Figure 1. Signal metal coverage by tile.
Scale: 4 px per um. The die is cut into 20 by 15 equal tiles; white is low, dark blue is high, scaled to the fullest tile. Values are wire area over tile area, all layers added.
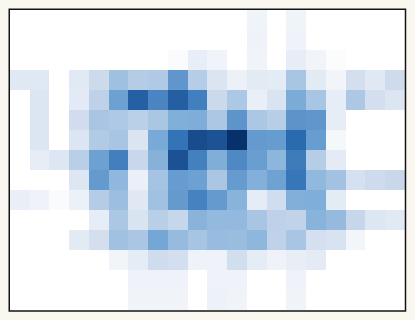
Figure 2. Clock wires, drivers and flops.
Scale: 4 px per um.
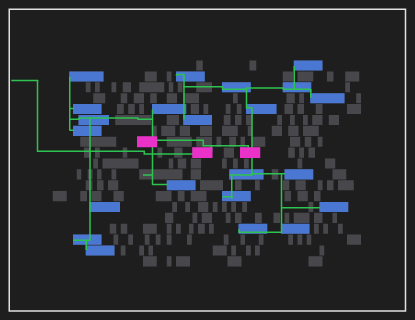
Figure 3. Track usage over the die.
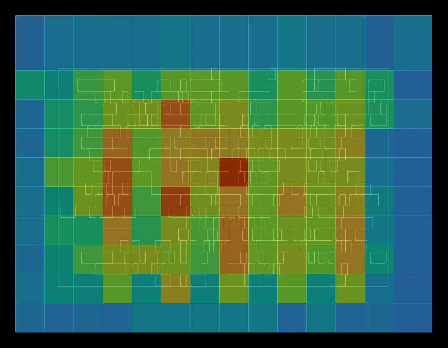
Figure 4. Logic cells by family.
Scale: 4 px per um.
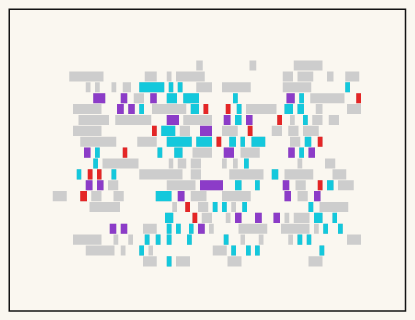
Figure 5. Port wiring.
Scale: 4 px per um.
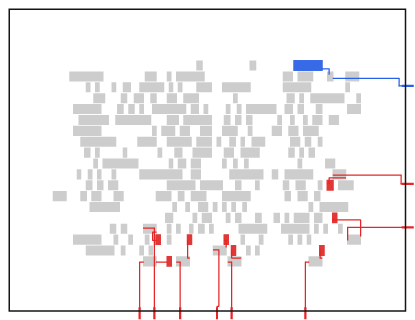
`src/rtl/fifo_uart_tx.sv`:
```
// fifo_uart_tx: drains bytes from an 8-bit synchronous FIFO and serialises
// each one as a UART frame (start, 8 data bits LSB first, optional even
// parity, stop) on a single idle-high line.
//
// Optional feature macro: FIFO_UART_TX_PARITY_EN
//   defined   -> even-parity bit inserted between data and stop (11-bit frame)
//   undefined -> no parity logic, 10-bit frame
//
// Ports:
//   clk         system clock, rising edge
//   rstn        synchronous active-low reset
//   enable      permits starting new frames (sampled only while idle)
//   fifo_empty  FIFO empty flag
//   fifo_dout   FIFO read data, valid the cycle after a pop
//   fifo_rd     FIFO read strobe, one-cycle registered pulse per byte
//   tx          serial line, idle high
//   busy        high whenever the engine is not idle
//   frame_done  one-cycle pulse when a stop bit completes
module fifo_uart_tx #(
  parameter int unsigned CLKS_PER_BIT = 16,
  parameter int unsigned DATA_W       = 8
) (
  input  logic              clk,
  input  logic              rstn,
  input  logic              enable,
  input  logic              fifo_empty,
  input  logic [DATA_W-1:0] fifo_dout,
  output logic              fifo_rd,
  output logic              tx,
  output logic              busy,
  output logic              frame_done
);

  localparam int unsigned BAUD_W = $clog2(CLKS_PER_BIT);
  localparam int unsigned BIT_W  = $clog2(DATA_W);
  localparam logic [BAUD_W-1:0] BAUD_LAST = BAUD_W'(CLKS_PER_BIT - 1);
  localparam logic [BIT_W-1:0]  BIT_LAST  = BIT_W'(DATA_W - 1);

  localparam logic [2:0] S_IDLE   = 3'd0;
  localparam logic [2:0] S_FETCH  = 3'd1;
  localparam logic [2:0] S_LOAD   = 3'd2;
  localparam logic [2:0] S_START  = 3'd3;
  localparam logic [2:0] S_DATA   = 3'd4;
  localparam logic [2:0] S_STOP   = 3'd5;
`ifdef FIFO_UART_TX_PARITY_EN
  localparam logic [2:0] S_PARITY = 3'd6;
`endif

  logic [2:0]        state, state_n;
  logic [BAUD_W-1:0] baud, baud_n;
  logic [BIT_W-1:0]  bit_cnt, bit_cnt_n;
  logic [DATA_W-1:0] shift, shift_n;
  logic              tx_n, fifo_rd_n, busy_n, frame_done_n;
  logic              baud_end_c;
`ifdef FIFO_UART_TX_PARITY_EN
  logic              parity, parity_n;
`endif

  assign baud_end_c = (baud == BAUD_LAST);

  // State and registered outputs
  always_ff @(posedge clk) begin
    if (!rstn) begin
      state      <= S_IDLE;
      baud       <= '0;
      bit_cnt    <= '0;
      shift      <= '0;
      tx         <= 1'b1;
      fifo_rd    <= 1'b0;
      busy       <= 1'b0;
      frame_done <= 1'b0;
`ifdef FIFO_UART_TX_PARITY_EN
      parity     <= 1'b0;
`endif
    end else begin
      state      <= state_n;
      baud       <= baud_n;
      bit_cnt    <= bit_cnt_n;
      shift      <= shift_n;
      tx         <= tx_n;
      fifo_rd    <= fifo_rd_n;
      busy       <= busy_n;
      frame_done <= frame_done_n;
`ifdef FIFO_UART_TX_PARITY_EN
      parity     <= parity_n;
`endif
    end
  end

  // Next-state and next-output logic
  always_comb begin
    state_n      = state;
    baud_n       = baud;
    bit_cnt_n    = bit_cnt;
    shift_n      = shift;
    tx_n         = tx;
    fifo_rd_n    = 1'b0;
    busy_n       = busy;
    frame_done_n = 1'b0;
`ifdef FIFO_UART_TX_PARITY_EN
    parity_n     = parity;
`endif

    // Baud counter runs in every serial state and wraps on the bit boundary
    if (state == S_START || state == S_DATA || state == S_STOP
`ifdef FIFO_UART_TX_PARITY_EN
        || state == S_PARITY
`endif
       ) begin
      baud_n = baud_end_c ? '0 : baud + 1'b1;
    end

    case (state)
      S_IDLE: begin
        tx_n = 1'b1;
        if (enable && !fifo_empty) begin
          fifo_rd_n = 1'b1;
          busy_n    = 1'b1;
          state_n   = S_FETCH;
        end
      end
      // Pop in flight; the FIFO presents the byte at the end of this cycle
      S_FETCH: state_n = S_LOAD;
      S_LOAD: begin
        shift_n   = fifo_dout;
`ifdef FIFO_UART_TX_PARITY_EN
        parity_n  = ^fifo_dout;
`endif
        tx_n      = 1'b0;
        baud_n    = '0;
        bit_cnt_n = '0;
        state_n   = S_START;
      end
      S_START: begin
        if (baud_end_c) begin
          tx_n    = shift[0];
          state_n = S_DATA;
        end
      end
      S_DATA: begin
        if (baud_end_c) begin
          shift_n = shift >> 1;
          if (bit_cnt == BIT_LAST) begin
`ifdef FIFO_UART_TX_PARITY_EN
            tx_n    = parity;
            state_n = S_PARITY;
`else
            tx_n    = 1'b1;
            state_n = S_STOP;
`endif
          end else begin
            tx_n      = shift[1];
            bit_cnt_n = bit_cnt + 1'b1;
          end
        end
      end
`ifdef FIFO_UART_TX_PARITY_EN
      S_PARITY: begin
        if (baud_end_c) begin
          tx_n    = 1'b1;
          state_n = S_STOP;
        end
      end
`endif
      S_STOP: begin
        if (baud_end_c) begin
          frame_done_n = 1'b1;
          busy_n       = 1'b0;
          state_n      = S_IDLE;
        end
      end
      default: begin
        tx_n    = 1'b1;
        busy_n  = 1'b0;
        state_n = S_IDLE;
      end
    endcase
  end

endmodule
```
`config.mk`:
```
export PLATFORM = sky130hd
export DESIGN_NAME = fifo_uart_tx
export DESIGN_NICKNAME = d
export VERILOG_FILES = /design/src/rtl/fifo_uart_tx.sv
export SDC_FILE = /design/constraint.sdc
export NUM_CORES = 1
export LEC_CHECK = 0
export ABC_AREA = 1
export CELL_PAD_IN_SITES_DETAIL_PLACEMENT = 1
export CELL_PAD_IN_SITES_GLOBAL_PLACEMENT = 2
export CORE_ASPECT_RATIO = 0.7
export CORE_MARGIN = 10
export CORE_UTILIZATION = 26
export DETAILED_ROUTE_END_ITERATION = 8
export PLACE_DENSITY_LB_ADDON = 0.1
export SYNTH_ARGS = -nofsm -noshare
export SYNTH_HDL_FRONTEND = slang
export SYNTH_SLANG_ARGS = --single-unit
```
`constraint.sdc`:
```
create_clock -name clk -period 1.6 [get_ports clk]
set_clock_uncertainty 0.2 [all_clocks]
set_input_delay 0.48 -clock clk [delete_from_list [all_inputs] [get_ports clk]]
set_output_delay 0.48 -clock clk [all_outputs]
set_load 0.02 [all_outputs]
```
==> run notes <==
flow finished, numbers: clock buffers=3, final worst slack=0.0345 ns, combinational power=1.34 mW, chip width=between 90 and 100 um, simple share=around 35%, switch share=around two fifths, r2r setup slk=~0.070 ns, M2 GR Usage=15.0%, Critical R2R Capture=bit_cnt[2], Core ar.=a little over 4000 um2, clock network area share=4.32%, TritonCTS clock tree=yes, vias in the first global route=around 1,200, Comb gates=122, final hold viol count=0, Synth logic family=simple AND/OR/NAND/NOR gates, Area after DPL=about 1400 um2, cycle use final=97.8%, worst-path fanout max=2, syn_nets=177, pwr dens=1640 nW/um2, Lkg Pwr=0.723 nW, tally of yosys warning messages=0, FF-to-FF path depth=8, top cells by count, synth=44 x nand2_1, 23 x nor2_1, 22 x dfxtp_1, placed cells=238, CTS Root Buffer Type=clkbuf_8, Cell Type Count=28, Routed WL=~3500 um, outcome=finished, final reports clean, largest net degree at the start of global routing=14, Peak VDD IR=0.000584 V, Max Fclk=639 MHz, initial antenna violation count=0, Post-synth seq share=approximately two fifths, Synth Instances=162, MI comb area=712 um2, Worst EP arrival=0.89 ns, CP Class=reg -> out, Slew HR=84.3%, R2R Path Start=state[1], FP Util=27.9%, layout cell share with drive strength beyond 1=33.2%, Critical Path Max Stage Delay=approximately 0.35 ns, Top delay family on crit path=flip-flops, largest reg by FF count=shift, Placer Congestion=0.747, crit path from=tx, CTS resizes=25, area-dominant cell class after layout=combinational gates, first-pass GRT wire length=5740 um, critical path endpoint=tx, Skew-Pair Late Insertion Delay=0.27 ns, Util after Layout=40.8%, Place WS=-0.285 ns, count leader, synth=nand2_1, ao+oa area frac=14.7%, Async S/R FF share, synth=0%, max_cap viols=0, main flop type=dfxtp_1, cell area after layout=1650 um2, DRC violations left=0, flip-flops=22, Synth top area share=39.1%, Fin Hold WS=between 0.2 and 0.3 ns, HP Class=reg -> reg, Num CTS Buffers=3, Routed met3 length=about 110 um, RSZ-0062 raised after global routing=true, Synth Cell Area=1130 um2, Largest Pwr Group=combinational logic, Flop+latch power=0.850 mW, DRT Pass-1 Iters=4, Nets=212, top cells, area=dfxtp_1 39%, nand2_1 15%, nor2_1 7.7%, Row Count=19, Plain + repair buffers=33, # setup viols final=0, P_int=1.61 mW, synthesized area per cell=6.96 um2, area leader, netlist=dfxtp_1, Setup TNS=0 ns, Max Used Layer=met4
-- Figure 1 (at the start) --
densest ninth of the die: center
nearly empty tiles: 40%
mean over tiles: 0.072
emptiest ninth of the die: south-west
fullest tile: 0.39
All-Layer GR Usage: 9.51%
routed vias: 1,131

-- Figure 2 (at the start) --
legend:
  cells driving clock nets:
    color: magenta
    count: 3
  clock wires:
    color: green
    length: 336 um
  flip-flops:
    color: blue
    count: 22
routed clock nets: 4

-- Figure 3 (at the start) --
M3 GR Usage: 3.02%
met1 usage: 12.5%
global routing's busiest layer: met2

-- Figure 4 (at the start) --
legend:
  NAND gates:
    color: cyan
    cells: 60
    most_used: nand2_1
  inverting AOI/OAI gates:
    color: purple
    cells: 27
    most_used: o21ai_0
  inverters:
    color: red
    cells: 15
    most_used: inv_2
logic share of the area: 43.1%
most frequent logic cell in the layout: nand2_1
final cell count without fillers: 248

-- Figure 5 (at the start) --
legend:
  fifo_rd:
    color: blue
    bits: 1
    direction: output
    edge: east
    end_cells: 1
    wire: 22.3 um
  fifo_dout:
    color: red
    bits: 8
    direction: input
    edge: 6 south, 2 east
    end_cells: 8
    wire: 164 um
Port-buffer cells: 15
io pins: 16

Power and IR drop assume default switching activity.
